### config.mk
export PLATFORM = sky130hd
export DESIGN_NAME = otter_wb_arbiter_flat
export DESIGN_NICKNAME = d
export VERILOG_FILES = /design/src/rtl/otter_wb_arbiter_if.sv /design/src/rtl/otter_wb_arbiter.sv /design/src/flat_wrapper.sv
export SDC_FILE = /design/constraint.sdc
export NUM_CORES = 1
export LEC_CHECK = 0
export ABC_AREA = 1
export CORE_MARGIN = 8
export CORE_UTILIZATION = 34
export DETAILED_ROUTE_END_ITERATION = 10
export GPL_TIMING_DRIVEN = 0
export PLACE_DENSITY = 0.7
export REMOVE_ABC_BUFFERS = 1
export SLEW_MARGIN = 20
export SYNTH_ARGS = -nofsm -noshare
export SYNTH_HDL_FRONTEND = slang
export SYNTH_SLANG_ARGS = --single-unit
### constraint.sdc
create_clock -name clk -period 2 [get_ports clk]
set_clock_uncertainty 0.05 [all_clocks]
set_input_delay 0.4 -clock clk [delete_from_list [all_inputs] [get_ports clk]]
set_output_delay 0.4 -clock clk [all_outputs]
set_load 0.005 [all_outputs]
### src/rtl/otter_wb_arbiter_if.sv
// Bus bundle between the two writeback requesters, the arbiter and the
// register-file write port.
interface otter_wb_arbiter_if;
  // Handshake: a transfer completes in a cycle where valid && ready are both
  // high. A requester holds valid, addr and data stable until it sees ready.
  // Ready may be high while valid is low and carries no meaning then.
  logic        a_valid;
  logic        a_ready;
  logic [4:0]  a_addr;
  logic [31:0] a_data;
  logic        b_valid;
  logic        b_ready;
  logic [4:0]  b_addr;
  logic [31:0] b_data;
  logic        w_en;
  logic [4:0]  w_addr;
  logic [31:0] w_data;
  logic        init_done;

  modport master (
    output a_valid, a_addr, a_data, b_valid, b_addr, b_data,
    input  a_ready, b_ready, w_en, w_addr, w_data, init_done
  );

  modport slave (
    input  a_valid, a_addr, a_data, b_valid, b_addr, b_data,
    output a_ready, b_ready, w_en, w_addr, w_data, init_done
  );
endinterface

### src/rtl/otter_wb_arbiter.sv
// OTTER register-file write-port controller: zero-sweeps x1..x31 after reset,
// then arbitrates A (fixed priority) against B (with a starvation guard).
module otter_wb_arbiter #(
  parameter int unsigned MAX_WAIT   = 3,
  parameter bit          INIT_CLEAR = 1'b1
) (
  input  logic                     clk,
  input  logic                     rst,
  otter_wb_arbiter_if.slave        bus,
  output logic                     dbg_state,
  output logic [3:0]               dbg_wait_cnt
);
  typedef enum logic {
    ST_INIT = 1'b0,
    ST_ARB  = 1'b1
  } state_e;

  localparam logic [3:0] MAX_WAIT_C  = 4'(MAX_WAIT);
  localparam state_e     RESET_STATE = INIT_CLEAR ? ST_INIT : ST_ARB;

  state_e      state_q, state_d;
  logic [4:0]  init_cnt_q, init_cnt_d;
  logic [3:0]  wait_cnt_q, wait_cnt_d;
  logic        w_en_q, w_en_d;
  logic [4:0]  w_addr_q, w_addr_d;
  logic [31:0] w_data_q, w_data_d;

  logic starve;
  logic a_ready_c, b_ready_c;
  logic a_acc, b_acc;

  always_comb begin
    state_d    = state_q;
    init_cnt_d = init_cnt_q;
    wait_cnt_d = wait_cnt_q;
    w_en_d     = 1'b0;
    w_addr_d   = w_addr_q;
    w_data_d   = w_data_q;
    starve     = 1'b0;
    a_ready_c  = 1'b0;
    b_ready_c  = 1'b0;
    a_acc      = 1'b0;
    b_acc      = 1'b0;

    case (state_q)
      ST_INIT: begin
        w_en_d     = 1'b1;
        w_addr_d   = init_cnt_q;
        w_data_d   = '0;
        init_cnt_d = init_cnt_q + 5'd1;
        wait_cnt_d = '0;
        if (init_cnt_q == 5'd31) begin
          state_d = ST_ARB;
        end
      end
      ST_ARB: begin
        // A owns the port unless B has already waited MAX_WAIT cycles.
        starve    = bus.b_valid && (wait_cnt_q == MAX_WAIT_C);
        a_ready_c = !starve;
        b_ready_c = !bus.a_valid || starve;
        a_acc     = bus.a_valid && a_ready_c;
        b_acc     = bus.b_valid && b_ready_c && !a_acc;

        if (a_acc) begin
          w_en_d   = (bus.a_addr != 5'd0);
          w_addr_d = bus.a_addr;
          w_data_d = bus.a_data;
        end else if (b_acc) begin
          w_en_d   = (bus.b_addr != 5'd0);
          w_addr_d = bus.b_addr;
          w_data_d = bus.b_data;
        end

        if (bus.b_valid && !b_ready_c) begin
          if (wait_cnt_q != MAX_WAIT_C) begin
            wait_cnt_d = wait_cnt_q + 4'd1;
          end
        end else begin
          wait_cnt_d = '0;
        end
      end
    endcase
  end

  always_ff @(posedge clk) begin
    if (rst) begin
      state_q    <= RESET_STATE;
      init_cnt_q <= 5'd1;
      wait_cnt_q <= '0;
      w_en_q     <= 1'b0;
      w_addr_q   <= '0;
      w_data_q   <= '0;
    end else begin
      state_q    <= state_d;
      init_cnt_q <= init_cnt_d;
      wait_cnt_q <= wait_cnt_d;
      w_en_q     <= w_en_d;
      w_addr_q   <= w_addr_d;
      w_data_q   <= w_data_d;
    end
  end

  // Readies and init_done are forced low while rst is held, before any edge.
  assign bus.a_ready   = a_ready_c && !rst;
  assign bus.b_ready   = b_ready_c && !rst;
  assign bus.init_done = (state_q == ST_ARB) && !rst;
  assign bus.w_en      = w_en_q;
  assign bus.w_addr    = w_addr_q;
  assign bus.w_data    = w_data_q;

  assign dbg_state    = state_q;
  assign dbg_wait_cnt = wait_cnt_q;
endmodule

### src/flat_wrapper.sv
// flat-port wrapper written by rule: the top's interface ports become plain ports
module otter_wb_arbiter_flat 
#(
  parameter int unsigned MAX_WAIT   = 3,
  parameter bit          INIT_CLEAR = 1'b1
)
  (clk, rst, dbg_state, dbg_wait_cnt, bus_a_valid, bus_a_addr, bus_a_data, bus_b_valid, bus_b_addr, bus_b_data, bus_a_ready, bus_b_ready, bus_w_en, bus_w_addr, bus_w_data, bus_init_done);
  otter_wb_arbiter_if bus_i ();
  input  logic clk;
  input  logic rst;
  output logic dbg_state;
  output logic [3:0] dbg_wait_cnt;
  input wire logic [$bits(bus_i.a_valid)-1:0] bus_a_valid;
  input wire logic [$bits(bus_i.a_addr)-1:0] bus_a_addr;
  input wire logic [$bits(bus_i.a_data)-1:0] bus_a_data;
  input wire logic [$bits(bus_i.b_valid)-1:0] bus_b_valid;
  input wire logic [$bits(bus_i.b_addr)-1:0] bus_b_addr;
  input wire logic [$bits(bus_i.b_data)-1:0] bus_b_data;
  output wire logic [$bits(bus_i.a_ready)-1:0] bus_a_ready;
  output wire logic [$bits(bus_i.b_ready)-1:0] bus_b_ready;
  output wire logic [$bits(bus_i.w_en)-1:0] bus_w_en;
  output wire logic [$bits(bus_i.w_addr)-1:0] bus_w_addr;
  output wire logic [$bits(bus_i.w_data)-1:0] bus_w_data;
  output wire logic [$bits(bus_i.init_done)-1:0] bus_init_done;
  assign bus_i.a_valid = bus_a_valid;
  assign bus_i.a_addr = bus_a_addr;
  assign bus_i.a_data = bus_a_data;
  assign bus_i.b_valid = bus_b_valid;
  assign bus_i.b_addr = bus_b_addr;
  assign bus_i.b_data = bus_b_data;
  assign bus_a_ready = bus_i.a_ready;
  assign bus_b_ready = bus_i.b_ready;
  assign bus_w_en = bus_i.w_en;
  assign bus_w_addr = bus_i.w_addr;
  assign bus_w_data = bus_i.w_data;
  assign bus_init_done = bus_i.init_done;
  otter_wb_arbiter #(.MAX_WAIT(MAX_WAIT), .INIT_CLEAR(INIT_CLEAR)) u_core (.clk(clk), .rst(rst), .bus(bus_i), .dbg_state(dbg_state), .dbg_wait_cnt(dbg_wait_cnt));
endmodule
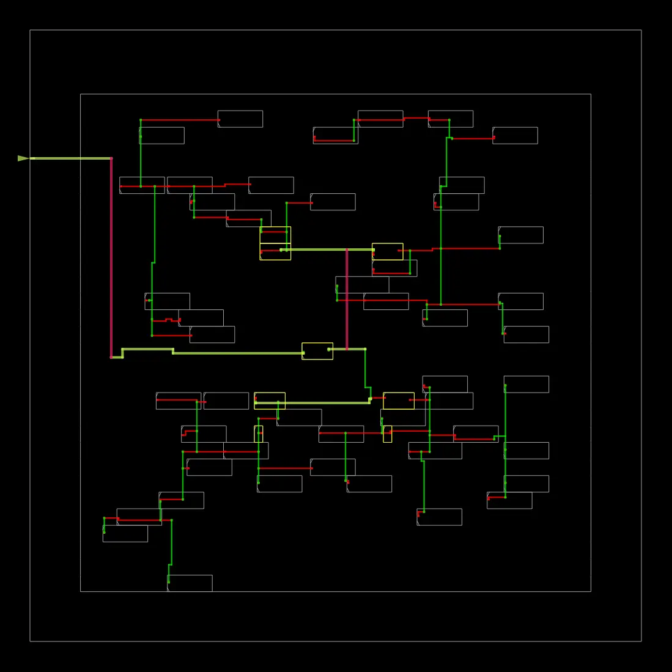
*Clock routing*
clock insertion delay at the later pin of the skew report: 0.30 ns
flip-flops: 48

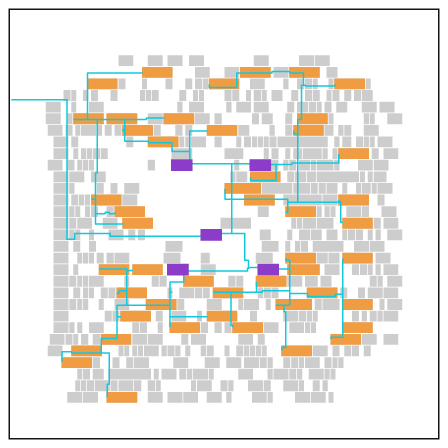
*Clock distribution*
[clock wires] cyan | length: 601 um
[clock-net drivers] purple | count: 5
[flip-flops] orange | count: 48
routed clock nets	6
portion of total power attributed to the clock network: 0.310
Clk. pwr: 0.595 mW

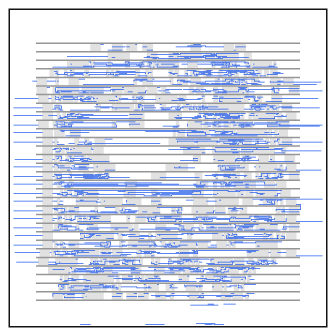
*Metal 1*
Supply wires on this layer in gray. Cells faint in the background.
wire length on this layer	4080 um
longest straight run	51.1 um
nets with wire on the layer	503
share of all routed wire	43%
M1 GR Usage: 0.212
total wire length after detailed routing: 9470 um
count of vias placed by the detailed router: 2870

==> results.md <==
| Quantity | Value |
|---|---|
| Status | finished clean |
| F_max | 0.532 GHz |
| Clk cell area share | 0.0223 |
| 1st-iter DRT viols | 169 |
| Detailed-route wire length on metal 1 | 4080 um |
| Final worst path period share | 0.939 |
| Accumulated negative setup slack | 0 ns |
| Arr. time, crit path | 1.43 ns |
| Placed cells | 560 |
| Pwr per Cell Area | 476 mW/mm^2 |
| Seq power | 0.973 mW |
| Total number of nets in the final design | 570 |
| Sequential cell area | 970 um^2 |
| Maximum number of pins on one net before global-route repair | 39 |
| Unrepaired setup endpoints after global routing | false |
| Area of the die | 0.0101 mm^2 |
| Overall routing resource usage | 0.186 |
| Number of post-CTS setup repair buffers | 12 |
| OpenROAD warning count | 25 |
| Detailed Routing Iterations Pass 1 | 4 |
| Busiest grt layer | met2 |
| Final Util | 0.591 |
| Max cap viols | 0 |
| Nature of the critical path startpoint | input pin |
| HPWL Detailed | 5890 um |
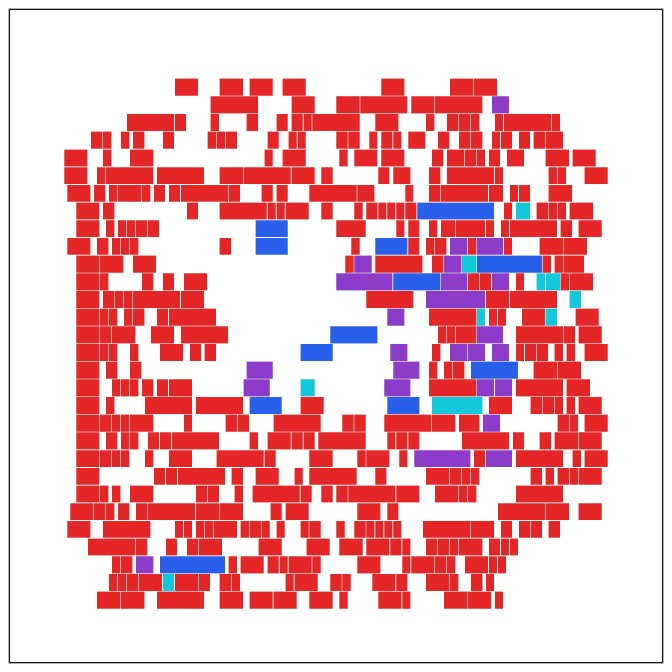
*Cell sizes after repair*
size	color	cells	share
x1 and smaller	red	443	90%
x6 and larger	blue	12	2.4%
x2	cyan	10	2.0%
x3 and x4	purple	25	5.1%
post-route setup slack: 0.122 ns
area added between synthesis and finish: 67.3%

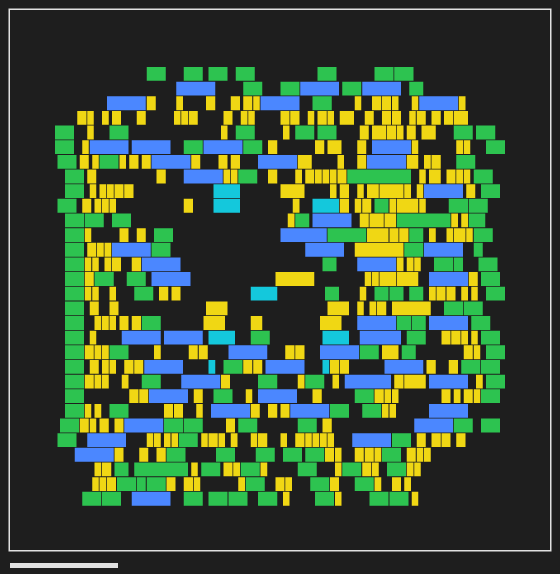
*Placed cells, one color a class*
Scale bar: 20 um.
class	color	cells	share of their area
clock drivers and dummy loads	cyan	8	2.3%
remaining logic cells	yellow	295	37%
registers	blue	48	25%
remaining buffers and delay cells	green	139	36%
number of standard-cell rows in the floorplan: 30
Core ar.: 0.00683 mm^2

Power is estimated from default activity; no workload was simulated.
